File: src/rtl/m_ext_pkg.sv
// Shared constants and state encoding for the RV32M multiply/divide unit.
package m_ext_pkg;

   localparam logic [6:0] OPCODE_OP     = 7'b0110011;
   localparam logic [6:0] FUNCT7_MULDIV = 7'b0000001;

   localparam logic [2:0] F3_MUL    = 3'b000;
   localparam logic [2:0] F3_MULH   = 3'b001;
   localparam logic [2:0] F3_MULHSU = 3'b010;
   localparam logic [2:0] F3_MULHU  = 3'b011;
   localparam logic [2:0] F3_DIV    = 3'b100;
   localparam logic [2:0] F3_DIVU   = 3'b101;
   localparam logic [2:0] F3_REM    = 3'b110;
   localparam logic [2:0] F3_REMU   = 3'b111;

   typedef enum logic [1:0] {
      IDLE = 2'd0,
      CALC = 2'd1,
      DONE = 2'd2
   } state_e;

endpackage

File: src/rtl/m_execution_unit_sign_fixup.sv
// Conditional two's-complement negate, used for operand magnitudes and result signs.
module m_sign_fixup #(
   parameter int unsigned WIDTH = 32
) (
   input  logic [WIDTH-1:0] data_i,
   input  logic             neg_i,
   output logic [WIDTH-1:0] data_o
);

   assign data_o = neg_i ? (~data_i + WIDTH'(1)) : data_i;

endmodule

File: src/rtl/m_execution_unit.sv
// Iterative RV32M multiply/divide unit: shift-add multiply and restoring divide,
// one bit per cycle, with single-cycle fast paths for divide-by-zero and overflow.
module m_execution_unit
   import m_ext_pkg::*;
#(
   parameter int unsigned WIDTH = 32
) (
   input  logic             clk,
   input  logic             rst,
   input  logic             in_valid,
   output logic             in_ready,
   input  logic [2:0]       funct3,
   input  logic [WIDTH-1:0] opA,
   input  logic [WIDTH-1:0] opB,
   input  logic             kill,
   output logic             out_valid,
   input  logic             out_ready,
   output logic [WIDTH-1:0] result
);

   localparam int unsigned CNT_W = $clog2(WIDTH) + 1;

   state_e             state_q, state_d;
   logic [CNT_W-1:0]   cnt_q, cnt_d;
   logic [2*WIDTH:0]   work_q, work_d;
   logic [WIDTH-1:0]   opnd_q, opnd_d;
   logic [2:0]         op_q, op_d;
   logic               neg_q, neg_d;
   logic               neg_rem_q, neg_rem_d;
   logic [WIDTH-1:0]   result_q, result_d;

   logic               sign_a, sign_b, neg_a, neg_b, is_div, div_zero, div_ovf;
   logic [WIDTH-1:0]   mag_a, mag_b;
   logic [WIDTH:0]     mul_sum, rem_shift;
   logic [WIDTH+1:0]   diff;
   logic               fits;
   logic [2*WIDTH:0]   step;
   logic [2*WIDTH-1:0] prod_fix;
   logic [WIDTH-1:0]   quot_fix, rem_fix;

   assign is_div   = funct3[2];
   assign sign_a   = (funct3 == F3_MULH) || (funct3 == F3_MULHSU) ||
                     (funct3 == F3_DIV)  || (funct3 == F3_REM);
   assign sign_b   = (funct3 == F3_MULH) || (funct3 == F3_DIV) || (funct3 == F3_REM);
   assign neg_a    = sign_a & opA[WIDTH-1];
   assign neg_b    = sign_b & opB[WIDTH-1];
   assign div_zero = is_div && (opB == '0);
   assign div_ovf  = ((funct3 == F3_DIV) || (funct3 == F3_REM)) &&
                     (opA == {1'b1, {(WIDTH-1){1'b0}}}) && (opB == '1);

   m_sign_fixup #(.WIDTH(WIDTH)) u_mag_a (.data_i(opA), .neg_i(neg_a), .data_o(mag_a));
   m_sign_fixup #(.WIDTH(WIDTH)) u_mag_b (.data_i(opB), .neg_i(neg_b), .data_o(mag_b));

   // One iteration: multiply keeps {carry, hi, multiplier}; divide keeps {rem, dividend/quot}.
   always_comb begin
      mul_sum   = work_q[2*WIDTH:WIDTH] + (work_q[0] ? {1'b0, opnd_q} : '0);
      rem_shift = {work_q[2*WIDTH-1:WIDTH], work_q[WIDTH-1]};
      diff      = {1'b0, rem_shift} - {2'b00, opnd_q};
      fits      = ~diff[WIDTH+1];
      if (op_q[2]) begin
         step = {(fits ? diff[WIDTH:0] : rem_shift), work_q[WIDTH-2:0], fits};
      end else begin
         step = {1'b0, mul_sum, work_q[WIDTH-1:1]};
      end
   end

   m_sign_fixup #(.WIDTH(2*WIDTH)) u_prod_fix (
      .data_i(step[2*WIDTH-1:0]), .neg_i(neg_q), .data_o(prod_fix)
   );
   m_sign_fixup #(.WIDTH(WIDTH)) u_quot_fix (
      .data_i(step[WIDTH-1:0]), .neg_i(neg_q), .data_o(quot_fix)
   );
   m_sign_fixup #(.WIDTH(WIDTH)) u_rem_fix (
      .data_i(step[2*WIDTH-1:WIDTH]), .neg_i(neg_rem_q), .data_o(rem_fix)
   );

   always_comb begin
      state_d   = state_q;
      cnt_d     = cnt_q;
      work_d    = work_q;
      opnd_d    = opnd_q;
      op_d      = op_q;
      neg_d     = neg_q;
      neg_rem_d = neg_rem_q;
      result_d  = result_q;
      case (state_q)
         IDLE: begin
            if (in_valid) begin
               op_d      = funct3;
               neg_d     = neg_a ^ neg_b;
               neg_rem_d = neg_a;
               cnt_d     = CNT_W'(WIDTH);
               if (div_zero) begin
                  result_d = funct3[1] ? opA : '1;
                  state_d  = DONE;
               end else if (div_ovf) begin
                  result_d = funct3[1] ? '0 : opA;
                  state_d  = DONE;
               end else begin
                  opnd_d  = is_div ? mag_b : mag_a;
                  work_d  = {{(WIDTH+1){1'b0}}, (is_div ? mag_a : mag_b)};
                  state_d = CALC;
               end
            end
         end
         CALC: begin
            if (kill) begin
               state_d = IDLE;
            end else begin
               work_d = step;
               cnt_d  = cnt_q - CNT_W'(1);
               if (cnt_q == CNT_W'(1)) begin
                  state_d = DONE;
                  if (op_q[2]) begin
                     result_d = op_q[1] ? rem_fix : quot_fix;
                  end else begin
                     result_d = (op_q == F3_MUL) ? prod_fix[WIDTH-1:0]
                                                 : prod_fix[2*WIDTH-1:WIDTH];
                  end
               end
            end
         end
         DONE: begin
            if (kill || out_ready) begin
               state_d = IDLE;
            end
         end
         default: state_d = IDLE;
      endcase
   end

   always_ff @(posedge clk or negedge rst) begin
      if (!rst) begin
         state_q   <= IDLE;
         cnt_q     <= '0;
         work_q    <= '0;
         opnd_q    <= '0;
         op_q      <= '0;
         neg_q     <= 1'b0;
         neg_rem_q <= 1'b0;
         result_q  <= '0;
      end else begin
         state_q   <= state_d;
         cnt_q     <= cnt_d;
         work_q    <= work_d;
         opnd_q    <= opnd_d;
         op_q      <= op_d;
         neg_q     <= neg_d;
         neg_rem_q <= neg_rem_d;
         result_q  <= result_d;
      end
   end

   // A kill in DONE suppresses the result in the same cycle, so no handshake can count.
   assign in_ready  = (state_q == IDLE);
   assign out_valid = (state_q == DONE) && !kill;
   assign result    = result_q;

endmodule

File: config.mk
export PLATFORM = sky130hd
export DESIGN_NAME = m_execution_unit
export DESIGN_NICKNAME = d
export VERILOG_FILES = /design/src/rtl/m_ext_pkg.sv /design/src/rtl/m_execution_unit_sign_fixup.sv /design/src/rtl/m_execution_unit.sv
export SDC_FILE = /design/constraint.sdc
export NUM_CORES = 1
export LEC_CHECK = 0
export CELL_PAD_IN_SITES_DETAIL_PLACEMENT = 2
export CELL_PAD_IN_SITES_GLOBAL_PLACEMENT = 2
export CORE_MARGIN = 8
export CORE_UTILIZATION = 36
export DETAILED_ROUTE_END_ITERATION = 8
export GPL_TIMING_DRIVEN = 0
export PLACE_DENSITY = 0.86
export SLEW_MARGIN = 20
export SYNTH_ARGS = -nofsm -noshare
export SYNTH_HDL_FRONTEND = slang
export SYNTH_SLANG_ARGS = --single-unit
File: constraint.sdc
create_clock -name clk -period 7 [get_ports clk]
set_input_delay 1.05 -clock clk [delete_from_list [all_inputs] [get_ports clk]]
set_output_delay 1.05 -clock clk [all_outputs]
set_load 0.05 [all_outputs]
run_1/placement_by_type.png
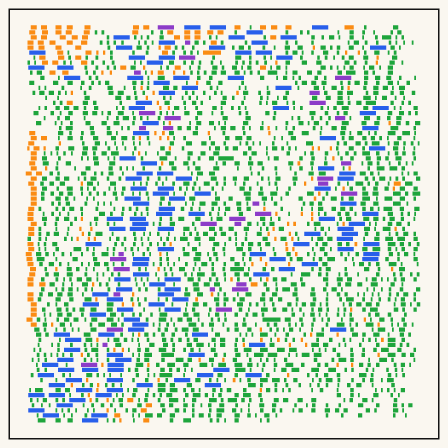
combinational and other logic: marked green, cells 2,031, share of their area 68%. remaining buffers and delay cells: marked orange, cells 245, share of their area 8.9%. sequential cells: marked blue, cells 142, share of their area 19%. clock drivers and dummy loads: marked purple, cells 32, share of their area 3.3%.
Placement Rows: 79
total core area: 46,100 um^2
fin area: 19,200 um^2

run_1/layer_met3.png
Scale bar: 50 um.
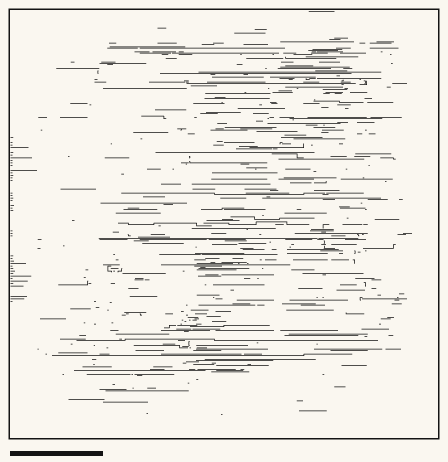
The layer carries 6,540 um of wire. 342 nets have wire on it. The wires run mostly horizontal. The layer holds 6.5% of the routed length. The longest straight run is 136 um.

run_1/cell_density.png
23 x 23 tiles, from white (low) to dark blue (high), 0 to 100% covered.
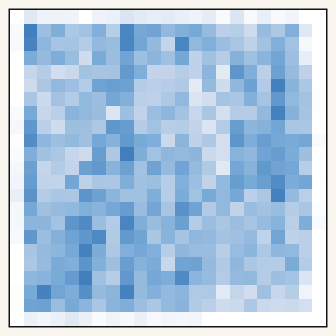
The emptiest ninth of the die: lower right. 8.1% of the tiles are nearly empty. The fullest tile reaches 69%.

run_1/placement.png
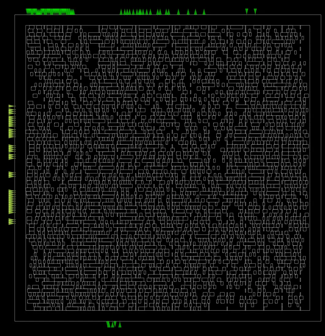
fillers: 5,515
Final Util: 41.6%
final std cells w/o fill: 3,057
flip-flops: 142
flip-flop and latch share of the layout cell area: 18.5%

==> results.ini, run 1 <==
[status]
status=finished, violations left
violations=negative setup slack

[floorplan]
boundaryPins=106
die_h_um=231
die-area_um2=53400
fp_util_pct=36.2
die-width_um=231

[detailed_routing]
viasPerCell=6.61
vias=20200
routed.top_layer=met4
drt_iter0_markers=1827
dr_wl_met3_um=6540
routedWlPerCell_um=33.0
drtAntennaViolNets=0
wl_um=101000
drt-met1-wl_um=42800
routed-wl-met2_um=45000
dr.pass1.iters=5
drcViolationCount=0

[clock_network]
htreeDepth=4
clk_pin_slew_worst_paths_ns=0.08
cts.hold.buffers_added=0
cts_setup_buffers=0
cts-resized-gates=1
cts_sinks=142
cts_buffers=17
cts-root-buf=clkbuf_16
clk_latency_ns=0.48
cts_tree=yes
cts_max_path_buffers=2

[setup_path]
crit_end=result[24]$_DFFE_PN0P_
critPathArrivalTime_ns=7.43
cp_max_fo=10
crit_chain=inv_1 -> ha_1 -> a21oi_1 -> o21ai_1 -> a311o_1 -> nor2_2 -> buf_2 -> nand3_1 -> a31oi_2 -> ha_1 -> inv_1 -> or4b_1 -> nor4_1 -> nand2_1 -> nor2_1 -> nor3_1 -> a311oi_1 -> a21oi_1
r2r-end=result[24]$_DFFE_PN0P_
cp_slowest_stage_delay_ns=0.96
slowest_stage=nor4_1
ff2ff_setup_slack_ns=-0.08
start_kind=register
r2r_start=opnd_q[24]$_DFFE_PN0P_
critPathLaunch=opnd_q[24]$_DFFE_PN0P_
cp.required_ns=7.35
path_class=reg2reg
reg2reg_depth=18
end_kind=register

[synth]
ys_cells=2314
synth_flops=142
yosysWarnings=0
ys_types=98
top_cells_by_count=272 x nand2_1, 238 x a21oi_1, 228 x o21ai_0
most_common_cell=nand2_1
xor_share_pct=9.41
ys_sh_aoi_pct=29.6
synth_seq_share_pct=21.3
mux_area_share_pct=4.79
edf_count=0
synth_area_leader_cell=dfrtp_1
syn_area_per_cell_um2=7.20
async_flop_share_pct=100
yosys.area_share.adder_pct=5.94
synth_chip_area_um2=16700
netlist_area_um2=16700
top_logic_kind=AND-OR/OR-AND gates
synth.area.top_cells=dfrtp_1 21%, a21oi_1 7.2%, o21ai_0 6.9%
yosysTopAreaCellShare_pct=21.3
synth_cells=2314
ys.flop_type=dfrtp_1
synthesis.nets=2459
simple_gate_share_pct=23.8

[final_timing]
rsz0062_at_grt=no
relSlewSlack_pct=17.8
fmax_mhz=141
worst_slack_ns=-0.0813
finalSetupTns_ns=-0.0813
slew_viol_final=0
hold_violations=0
final.min_clock_period_ns=7.08
finalCritPeriodShare_pct=101
whs_ns=0.501
skew_ns=0.0173
setup_viol=1
tightest_slew_ns=1.23

[power_and_ir_drop]
power_frac_comb_pct=76.7
powerDensity_nw_per_um2=608
pwr-share-seq_pct=14.7
largestPowerGroup=combinational cells
sw_frac_of_total_pct=63.8
p_switching_mw=7.43
pg_seq_mw=1.72
p_int_mw=4.22
ir_worst_vdd_mv=0.224
pg_comb_mw=8.93
power.total_mw=11.7
power_leakage_nw=7.48
p_clk_mw=1.00
clockPowerShare_pct=8.6

[final_layout]
drive_above_1_share_pct=4.94
fin_nets=2582
diodes=0
area_growth_pct=15.1
mi_logic_area_um2=12300
final_cell_mix=272 x nand2_1, 238 x a21oi_1, 228 x o21ai_0, 212 x nor2_1, 142 x dfrtp_1
final_common_cell=nand2_1
regArea_um2=3550

[placement]
dpl_worst_slack_ns=-0.0867
numPortBuffers=104
placed_area_um2=18500
dp_hpwl_um=83100
dp_cells=3026
gp_congestion=0.991

[flow_run]
warning_count=28
drv_cap=0

[grt]
grt_use_met2_pct=58.5
grt_pass1_wl_um=147000
track_usage_pct=36.9
grt_most_used_layer=met2
gr-usage-met1_pct=47.5
antenna_found_initial=4
grt_max_degree=93
overflow=0
grt_pass1_vias=21100
grtUsageMet3_pct=5.42

[hold_path]
hp-class=in2async

run 1: critical path: cells and delay by family (launching register included):
family                     cells  cell delay, ns
adders and majority gates      2            0.73
DFF                            1            0.58
AOI/OAI and AO/OA              6            1.94
buffers and inverters          3            0.61
and+or+nand+nor                7            3.09
run 1: sequential cells by signal, summed over array words and instances (netlist names):
name and count:
work_q 65, op_q 3, state_q 2, result 32, cnt_q 6, neg_rem_q 1, opnd_q 32, neg_q 1
run 1: cell type report:
type | count | area share [%]
multi-input combinational | 1954 | 64.3
sequential | 142 | 18.5
timing repair buffer | 105 | 5.60
tap | 607 | 3.96
buffer | 140 | 2.93
clock buffer | 17 | 2.22
inverter | 77 | 1.51
clock inverter | 15 | 0.985
run_1/flops_by_reg.png
Scale bar: 50 um. Other sequential cells in the stronger grey, the rest of the logic in the fainter grey.
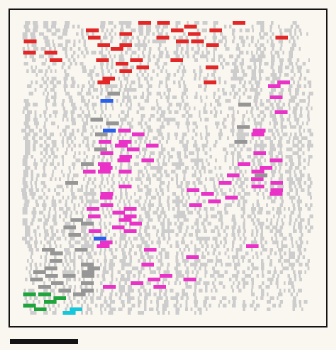

==> run 2: changes to the inputs <==
PLACE_DENSITY = 0.81   (was 0.86)
run_2/flops_by_reg.png
Scale bar: 50 um. Other sequential cells in the stronger grey, the rest of the logic in the fainter grey.
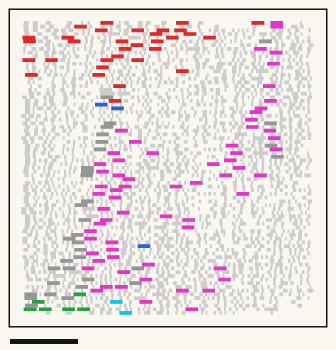
work_q: marked magenta, flops 65. cnt_q: marked green, flops 6, where lower left. result: marked red, flops 32. state_q: marked cyan, flops 2. op_q: marked blue, flops 3.

==> results.ini, run 2 <==
[grt]
grt_use_met2_pct=60.5
grt_pass1_wl_um=144000
antenna_found_initial=2
grt_pass1_vias=21200
grt_max_degree=92
grtUsageMet3_pct=5.56

[synth]
top_cells_by_count=272 x nand2_1, 238 x a21oi_1, 228 x o21ai_0
yosysTopAreaCellShare_pct=21.3
synth.area.top_cells=dfrtp_1 21%, a21oi_1 7.2%, o21ai_0 6.9%
synth_seq_share_pct=21.3
ys_cells=2314
ys_types=98
most_common_cell=nand2_1
simple_gate_share_pct=23.8
synthesis.nets=2459
async_flop_share_pct=100
synth_flops=142
top_logic_kind=AND-OR/OR-AND gates
syn_area_per_cell_um2=7.20
yosys.area_share.adder_pct=5.94
xor_share_pct=9.41
synth_area_leader_cell=dfrtp_1

[detailed_routing]
routed.top_layer=met5
drt_iter0_markers=1699
dr.pass1.iters=6
routedWlPerCell_um=32.4
dr_wl_met3_um=5920
routed-wl-met2_um=46300

[power_and_ir_drop]
power_leakage_nw=7.47
power.total_mw=11.6
clockPowerShare_pct=8.5
pwr-share-seq_pct=14.9
p_int_mw=4.31
p_clk_mw=0.988

[final_timing]
fmax_mhz=141
slew_viol_final=0
hold_violations=0
setup_viol=1
finalCritPeriodShare_pct=101
worst_slack_ns=-0.0859
rsz0062_at_grt=no
whs_ns=0.495
final.min_clock_period_ns=7.09
relSlewSlack_pct=20.6

[setup_path]
r2r-end=result[5]$_DFFE_PN0P_
start_kind=register
path_buffers=11
path_class=reg2reg
crit_family=buffers and inverters
cp.depth=14
r2r_start=op_q[2]$_DFFE_PN0P_
cp_max_fo=10
cp.required_ns=7.32
cp_slowest_stage_delay_ns=0.86

[placement]
placed_area_um2=18500
dpl_worst_slack_ns=-0.00198

[flow_run]
warning_count=28

[floorplan]
die-width_um=231
die_h_um=231

[final_layout]
final_cell_mix=272 x nand2_1, 238 x a21oi_1, 228 x o21ai_0, 212 x nor2_1, 142 x dfrtp_1
fin_nets=2585
largest_reg_flops=65
area_growth_pct=15.0

[clock_network]
cts_tree=yes
cts-resized-gates=1
cts.hold.buffers_added=0
cts_sinks=142

[status]
violations=negative setup slack
status=finished, violations left

[hold_path]
hp-class=in2async

run_2/placement.png
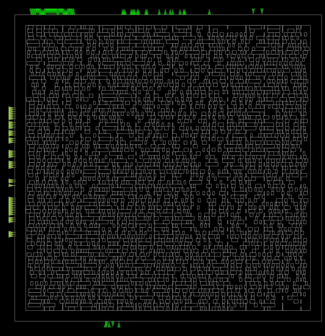
Final Util: 41.6%
tap cells: 607

==> run 2: netlist changes by cell type in the layout (fill, tap and decap cells not counted), moves of 2 or more <==
cell / previous run / this run
clkinv_8: 6 / 0
inv_8: 5 / 0
clkbuf_8: 0 / 3
bufinv_16: 0 / 2
clkinv_2: 0 / 2
==> run 2: area by class of cell <==
type	count	area, um^2	share of cell area (%)
inverters	77	289	1.51
repair buffers	107	1090	5.67
diodes	1	2.50	0.0131
multi-input cells	1954	12300	64.2
plain buffers	141	573	2.99
clock buffers	20	467	2.44
flip-flops and latches	142	3550	18.6
well taps	607	759	3.96
clock inverters	11	130	0.679
==> run 3: changes to the inputs <==
HOLD_SLACK_MARGIN = 0.12   (was default)
run_3/placement_by_type.png
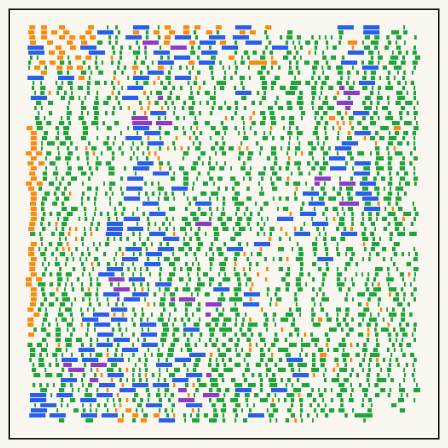
sequential cells: marked blue, cells 142, share of their area 19%. clock drivers and dummy loads: marked purple, cells 31, share of their area 3.2%. remaining buffers and delay cells: marked orange, cells 248, share of their area 9.0%. combinational and other logic: marked green, cells 2,031, share of their area 68%.

run_3/flops_by_reg.png
Scale bar: 50 um. Other sequential cells in the stronger grey, the rest of the logic in the fainter grey.
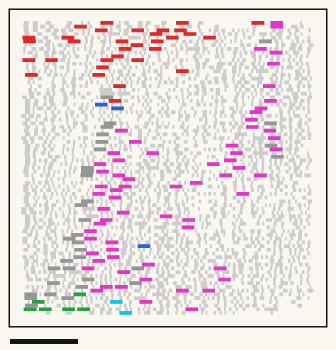
Storage cell area: 3550 um^2
flip-flop and latch share of the layout cell area: 18.6%
sequential power: 1.72 mW

==> results.ini, run 3 <==
[clock_network]
cts-root-buf=clkbuf_16
clk_pin_slew_worst_paths_ns=0.07
clk_latency_ns=0.47
cts_buffers=17
cts_tree=yes
htreeDepth=4
cts_sinks=142

[synth]
synth.area.top_cells=dfrtp_1 21%, a21oi_1 7.2%, o21ai_0 6.9%
yosys.area_share.adder_pct=5.94
async_flop_share_pct=100
synth_chip_area_um2=16700
edf_count=0
yosysTopAreaCellShare_pct=21.3
simple_gate_share_pct=23.8
synth_area_leader_cell=dfrtp_1
most_common_cell=nand2_1
ys_sh_aoi_pct=29.6
mux_area_share_pct=4.79
synth_flops=142
syn_area_per_cell_um2=7.20
synth_seq_share_pct=21.3
synth_cells=2314
ys_cells=2314
ys_types=98
yosysWarnings=0
synthesis.nets=2459
netlist_area_um2=16700
ys.flop_type=dfrtp_1

[detailed_routing]
vias=19900
drtAntennaViolNets=0
drcViolationCount=0
viasPerCell=6.52
drt-met1-wl_um=40200
routed.top_layer=met5
routed-wl-met2_um=46300
dr_wl_met3_um=5920
drt_iter0_markers=1699
dr.pass1.iters=6

[final_timing]
final.min_clock_period_ns=7.09
whs_ns=0.495
worst_slack_ns=-0.0859
tightest_slew_ns=1.16
setup_viol=1
skew_ns=0.0108
fmax_mhz=141
slew_viol_final=0
finalSetupTns_ns=-0.0859

[floorplan]
die_h_um=231
fp_util_pct=36.2
num_rows=79
die-width_um=231
boundaryPins=106
core_area_um2=46100

[placement]
dp_cells=3028
dpl_worst_slack_ns=-0.00198
gp_congestion=1.00
numPortBuffers=104
placed_area_um2=18500
dp_hpwl_um=81400

[status]
violations=negative setup slack
status=finished, violations left

[grt]
grt_max_degree=92
grtUsageMet3_pct=5.56
grt_most_used_layer=met2
grt_pass1_vias=21200
overflow=0
grt_pass1_wl_um=144000

[setup_path]
crit_end=result[5]$_DFFE_PN0P_
slowest_stage=clkdlybuf4s15_1
crit_chain=buf_2 -> buf_2 -> buf_2 -> buf_2 -> buf_2 -> buf_2 -> buf_2 -> clkdlybuf4s15_1 -> clkbuf_2 -> clkbuf_1 -> buf_1 -> a21oi_1 -> o221ai_1 -> o211ai_1
crit_family=buffers and inverters
cp_max_fo=10
critPathArrivalTime_ns=7.41
cp_slowest_stage_delay_ns=0.86
reg2reg_depth=14
end_kind=register
path_class=reg2reg
start_kind=register
cp.required_ns=7.32
path_buffers=11
cp.depth=14
r2r-end=result[5]$_DFFE_PN0P_

[power_and_ir_drop]
powerDensity_nw_per_um2=604
power_leakage_nw=7.47
power.total_mw=11.6

[hold_path]
hp-class=in2async

[final_layout]
final_common_cell=nand2_1
fin_nets=2585
final_util_pct=41.6
drive_above_1_share_pct=4.93
final_cell_mix=272 x nand2_1, 238 x a21oi_1, 228 x o21ai_0, 212 x nor2_1, 142 x dfrtp_1
top_register=work_q
largest_reg_flops=65
design_area_um2=19200
area_growth_pct=15.0
instances_no_fill=3060

[flow_run]
warning_count=28
drv_cap=0

## run 3: final cells by class
type / count / area share, %
clock inverter: 11 / 0.679
buffer: 141 / 2.99
clock buffer: 20 / 2.44
sequential: 142 / 18.6
multi-input combinational: 1954 / 64.2
antenna: 1 / 0.0131
inverter: 77 / 1.51
tap: 607 / 3.96
timing repair buffer: 107 / 5.67
## run 3: timing repair
action	in CTS	in global routing
hold buffers	0	0
setup buffers	0	0
resized	1	4
setup endpoints to repair	1	5
pin swaps	0	0
## run 3: where the power goes
part	switching, mW	internal [mW]
clock network	0.432	0.555
registers	0.560	1.16
logic	6.27	2.59
## run 3: cell families after synthesis
kind of cell    after synthesis
xor+xnor                    179
flops                       142
buf+inv                     218
simple gates                834
compound gates              785
fa+ha+maj                    79
mux                          77
Power and IR drop assume default switching activity.
